==> run_1/registers.png <==
Scale bar: 20 µm. Other sequential cells in the stronger grey, the rest of the logic in the fainter grey.
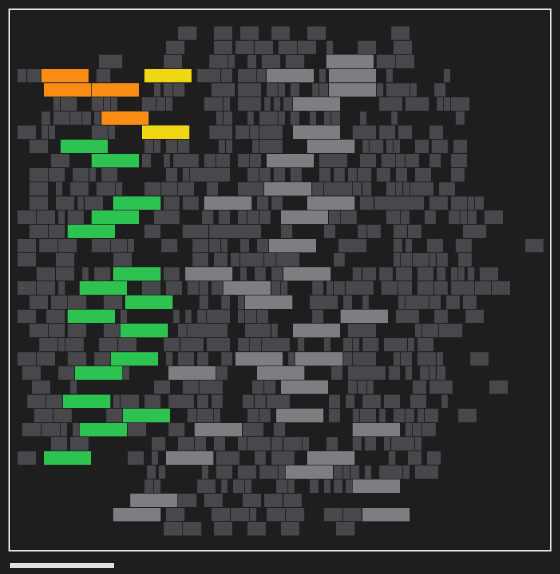
==> run_1/final_placement.png <==
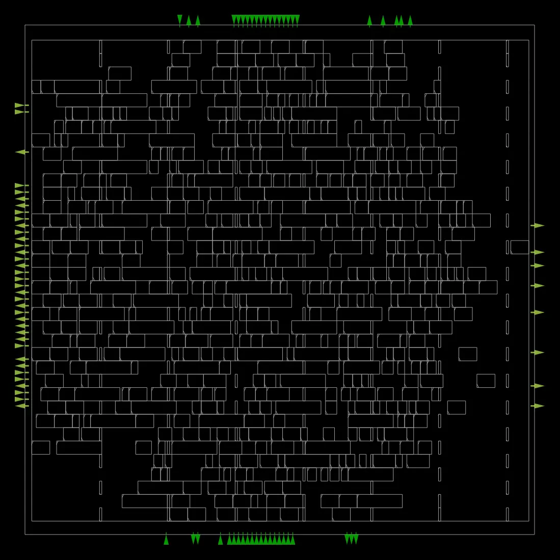
==> run_1/clock_map.png <==
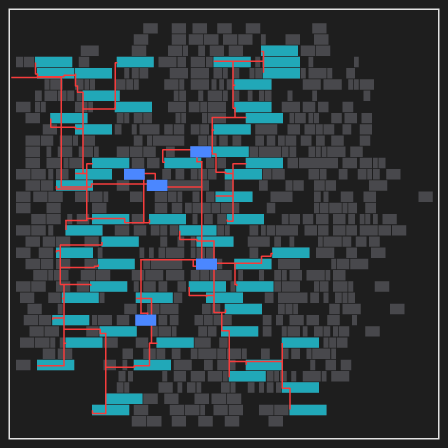
File: config.mk
export PLATFORM = sky130hd
export DESIGN_NAME = seq_divider_unsigned
export DESIGN_NICKNAME = d
export VERILOG_FILES = /design/src/rtl/div_pkg.sv /design/src/rtl/div_step.sv /design/src/rtl/seq_divider_unsigned.sv
export SDC_FILE = /design/constraint.sdc
export NUM_CORES = 1
export LEC_CHECK = 0
export CAP_MARGIN = 20
export CELL_PAD_IN_SITES_DETAIL_PLACEMENT = 0
export CELL_PAD_IN_SITES_GLOBAL_PLACEMENT = 1
export CORE_UTILIZATION = 42
export DETAILED_ROUTE_END_ITERATION = 16
export MAX_ROUTING_LAYER = met4
export PLACE_DENSITY = 0.94
export SYNTH_ARGS = -nofsm -noshare
export SYNTH_HDL_FRONTEND = slang
export SYNTH_HIERARCHICAL = 1
export SYNTH_SLANG_ARGS = --single-unit
File: constraint.sdc
create_clock -name clk -period 4.4 [get_ports clk]
set_input_delay 0.44 -clock clk [delete_from_list [all_inputs] [get_ports clk]]
set_output_delay 0.44 -clock clk [all_outputs]
set_load 0.02 [all_outputs]
File: src/rtl/div_pkg.sv
`default_nettype none
`timescale 1ns/1ps
// ============================================================================
// Module  : div_pkg
// Brief   : Shared FSM encoding and counter sizing for the sequential divider.
// Revision: 1.0
// ============================================================================
package div_pkg;

    typedef enum logic [1:0] {
        IDLE = 2'd0,
        BUSY = 2'd1,
        DONE = 2'd2
    } state_t;

    localparam int DIV_WIDTH = 16;
    localparam int CNT_W     = $clog2(DIV_WIDTH);

    function automatic int cnt_width(input int width);
        return (width > 1) ? $clog2(width) : 1;
    endfunction

endpackage
`default_nettype wire

File: src/rtl/div_step.sv
`default_nettype none
`timescale 1ns/1ps
// ============================================================================
// Module  : div_step
// Brief   : One combinational restoring-division step (shift in a bit, trial subtract).
// Revision: 1.0
// ============================================================================
module div_step
    import div_pkg::*;
#(
    parameter int WIDTH = DIV_WIDTH
) (
    input  logic [WIDTH-1:0] rem,
    input  logic             bit_in,
    input  logic [WIDTH-1:0] divisor,
    output logic [WIDTH-1:0] rem_next,
    output logic             q_bit
);

    logic [WIDTH:0] w_trial;

    // rem < divisor on entry, so a successful subtract always fits in WIDTH bits.
    always_comb begin
        w_trial  = {rem, bit_in};
        q_bit    = (w_trial >= {1'b0, divisor});
        rem_next = q_bit ? (w_trial[WIDTH-1:0] - divisor) : w_trial[WIDTH-1:0];
    end

endmodule
`default_nettype wire

File: src/rtl/seq_divider_unsigned.sv
`default_nettype none
`timescale 1ns/1ps
// ============================================================================
// Module  : seq_divider_unsigned
// Brief   : Multi-cycle 2W/W unsigned restoring divider with valid/ready handshakes.
// Revision: 1.0
// ============================================================================
module seq_divider_unsigned
    import div_pkg::*;
#(
    parameter int WIDTH = DIV_WIDTH
) (
    input  logic                 clk,
    input  logic                 rst_n,
    input  logic                 in_valid,
    output logic                 in_ready,
    input  logic [2*WIDTH-1:0]   dividend,
    input  logic [WIDTH-1:0]     divisor,
    output logic                 out_valid,
    input  logic                 out_ready,
    output logic [WIDTH-1:0]     quotient,
    output logic [WIDTH-1:0]     remainder,
    output logic                 div_by_zero,
    output logic                 overflow,
    output logic                 busy
);

    localparam int                 C_CNT_W    = cnt_width(WIDTH);
    localparam logic [C_CNT_W-1:0] C_CNT_LAST = C_CNT_W'(WIDTH - 1);

    state_t             r_state;
    state_t             w_state_next;
    logic [WIDTH-1:0]   r_rem;
    logic [WIDTH-1:0]   r_low;
    logic [WIDTH-1:0]   r_divisor;
    logic [C_CNT_W-1:0] r_cnt;
    logic               r_dbz;
    logic               r_ovf;

    logic [WIDTH-1:0]   w_rem_next;
    logic               w_q_bit;
    logic               w_accept;
    logic               w_dbz_in;
    logic               w_ovf_in;
    logic               w_last;

    assign w_accept = (r_state == IDLE) && in_valid;
    assign w_dbz_in = (divisor == '0);
    assign w_ovf_in = !w_dbz_in && (dividend[2*WIDTH-1:WIDTH] >= divisor);
    assign w_last   = (r_cnt == '0);

    div_step #(.WIDTH(WIDTH)) u_step (
        .rem      (r_rem),
        .bit_in   (r_low[WIDTH-1]),
        .divisor  (r_divisor),
        .rem_next (w_rem_next),
        .q_bit    (w_q_bit)
    );

    always_ff @(posedge clk or negedge rst_n) begin
        if (!rst_n) begin
            r_state <= IDLE;
        end else begin
            r_state <= w_state_next;
        end
    end

    always_comb begin
        w_state_next = r_state;
        case (r_state)
            IDLE: begin
                if (w_accept) begin
                    w_state_next = (w_dbz_in || w_ovf_in) ? DONE : BUSY;
                end
            end
            BUSY: begin
                if (w_last) begin
                    w_state_next = DONE;
                end
            end
            DONE: begin
                if (out_ready) begin
                    w_state_next = IDLE;
                end
            end
            default: w_state_next = IDLE;
        endcase
    end

    always_comb begin
        in_ready    = (r_state == IDLE);
        busy        = (r_state == BUSY);
        out_valid   = (r_state == DONE);
        quotient    = r_low;
        remainder   = r_rem;
        div_by_zero = r_dbz;
        overflow    = r_ovf;
    end

    // r_low starts as the low dividend half and is gradually replaced by quotient bits.
    always_ff @(posedge clk or negedge rst_n) begin
        if (!rst_n) begin
            r_rem     <= '0;
            r_low     <= '0;
            r_divisor <= '0;
            r_cnt     <= '0;
            r_dbz     <= 1'b0;
            r_ovf     <= 1'b0;
        end else if (w_accept) begin
            r_divisor <= divisor;
            r_dbz     <= w_dbz_in;
            r_ovf     <= w_ovf_in;
            r_cnt     <= C_CNT_LAST;
            if (w_dbz_in || w_ovf_in) begin
                r_rem <= dividend[WIDTH-1:0];
                r_low <= '1;
            end else begin
                r_rem <= dividend[2*WIDTH-1:WIDTH];
                r_low <= dividend[WIDTH-1:0];
            end
        end else if (r_state == BUSY) begin
            r_rem <= w_rem_next;
            r_low <= {r_low[WIDTH-2:0], w_q_bit};
            if (!w_last) begin
                r_cnt <= r_cnt - 1'b1;
            end
        end
    end

endmodule
`default_nettype wire

==> summary.txt, run 1 <==
run metrics: status=completed, crit path time final=3.16 ns, Clock Latency Late Sink=0.31 ns, largest class=multi-input combinational cells, VDD IR-drop max=0.348 mV, Slowest Stage Delay on Critical Path=0.48 ns, Final setup viols=0, grt met1 use=32.4%, Tot GR Track Use=24.6%, Post-CTS Setup Bufs=0, comb_multi_in=344, cell area after synthesis=4350 µm², hold crit path type=in2async, # H-tree levels=2, Mapped Avg Cell Area=8.83 µm², slew margin rel.=39.6%, Top Layer Used=met4, Overflow after GRT=0, NumNets Final=645, Initial DRC Count=287, Flops=56, Root Buffer Master=clkbuf_8, Syn Nets=578
## Picture notes: registers.png
[orange] r_cnt | flops: 4 | where: north-west
[green] quotient | flops: 16
[yellow] r_state | flops: 2
not coloured: 34
Seq area share: 26.1%
final core occ: 54.1%

## Picture notes: final_placement.png
Cell Count, Final, Fillers Out: 690
fill count: 944
area of the core: 9910 µm²
Tapcell Cnt: 133

## Picture notes: clock_map.png
[red] clock wires | length: 625 µm
[cyan] flip-flops | count: 56
[blue] cells driving clock nets | count: 5
routed clock nets: 6

==> run 1 -> run 2 <==
CORE_UTILIZATION = 35   (was 42)
PLACE_DENSITY = 0.85   (was 0.94)
clock period = 2.86 ns   (was 4.4 ns; I/O delays follow)
==> run_2/registers.png <==
Scale bar: 20 µm. Other sequential cells in the stronger grey, the rest of the logic in the fainter grey.
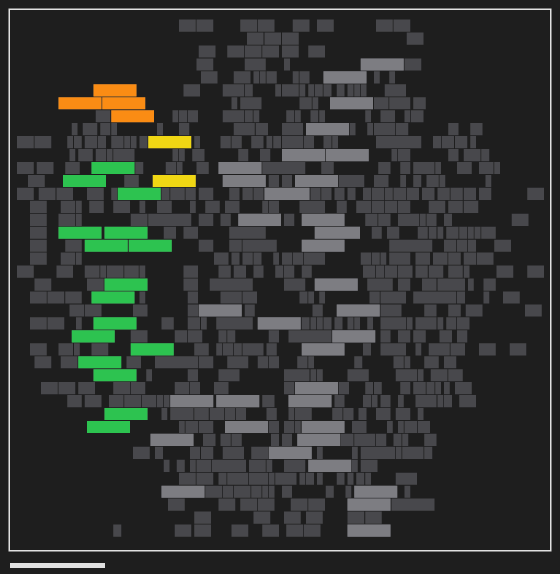
[orange] r_cnt | flops: 4 | where: north-west
[yellow] r_state | flops: 2
[green] quotient | flops: 16 | where: west
not coloured: 34

==> run_2/wire_density.png <==
23 x 23 tiles, from dark blue (low) to red (high), scaled to the fullest tile. Values are wire area over tile area, all layers added.
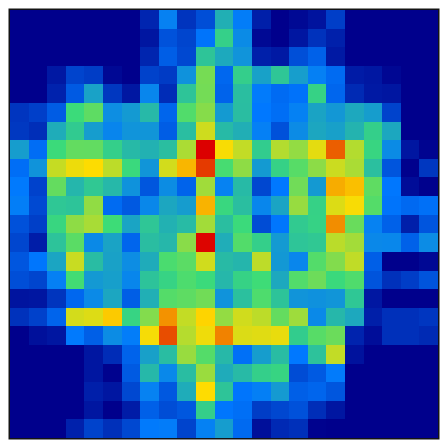
tiles over half the peak: 19%
nearly empty tiles: 21%
densest ninth of the die: centre

==> run_2/clock_map.png <==
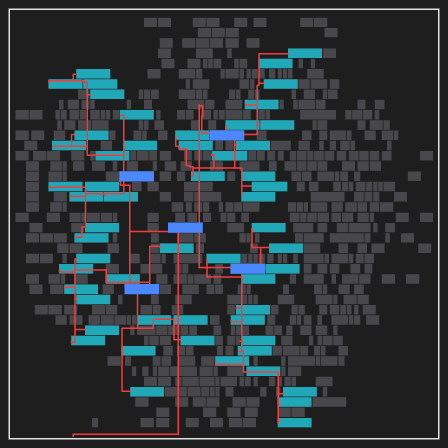
[blue] cells driving clock nets | count: 5
[cyan] flip-flops | count: 56
[red] clock wires | length: 646 µm
routed clock nets: 6

==> summary.txt, run 2 <==
run metrics: status=completed (unchanged), sequential group share of total power=21.1% (was 23.9%), antenna cell count=0 (unchanged), Internal=4000 µW (was 2260 µW), NumNets Final=674 (was 645), initial antenna violation count=0 (unchanged), Worst setup SP type=flip-flop (unchanged), Syn Nets=578 (unchanged), Top Layer Used=met4 (unchanged), Post-CTS Setup Bufs=0 (unchanged), comb_multi_in=344 (unchanged), Final setup viols=0 (unchanged), Slowest Stage Delay on Critical Path=0.38 ns (was 0.48 ns), Flops=56 (unchanged), area of the core=12,100 µm² (was 9910 µm²), clock edge transition at the registers on the reported setup and hold paths=0.07 ns (was 0.09 ns), Combinational Power=5130 µW (was 2980 µW), Seq area share=24.4% (was 26.1%), Tapcell Cnt=168 (was 133), Root Buffer Master=clkbuf_16 (was clkbuf_8), WL per Instance=18.3 µm (was 18.6 µm), Post-synth top cells=dfrtp_1, inv_1, nand2_1 (unchanged), slew margin rel.=37.1% (was 39.6%), Tot GR Track Use=22.1% (was 24.6%), vias=4,321 (was 4,191), VDD IR-drop max=0.485 mV (was 0.348 mV), grt met1 use=29.3% (was 32.4%), main flop type=dfrtp_1 (unchanged), Overflow after GRT=0 (unchanged), worst-path cell chain=inv_1 -> ha_1 -> nand2_1 -> o21ai_2 -> a221o_1 -> a221oi_4 -> and2_4 -> inv_6 -> mux2_4 -> o22ai_1 -> a31oi_1 (was ha_1 -> a21oi_2 -> o21ai_2 -> a221o_1 -> a221oi_4 -> and2_4 -> inv_6 -> mux2_4 -> o22ai_1 -> a31oi_1), Clock Latency Late Sink=0.29 ns (was 0.31 ns), Mapped Avg Cell Area=8.83 µm² (unchanged), hold crit path type=in2async (unchanged), I/O Buffers=88 (unchanged), Clk pwr share=8.4% (was 6.1%), die area=12,900 µm² (was 10,800 µm²), critical path buffer and inverter count=2 (was 1), largest class=multi-input combinational cells (unchanged), Cell Count, Final, Fillers Out=757 (was 690), bufs w/o clock=124 (was 95), crit path time final=2.72 ns (was 3.16 ns), asr flop ratio synth=100% (unchanged), cell area after synthesis=4350 µm² (unchanged), Initial DRC Count=291 (was 287), fill count=1,148 (was 944)
Power figures rest on the tool's default switching activity, not on a simulated workload.
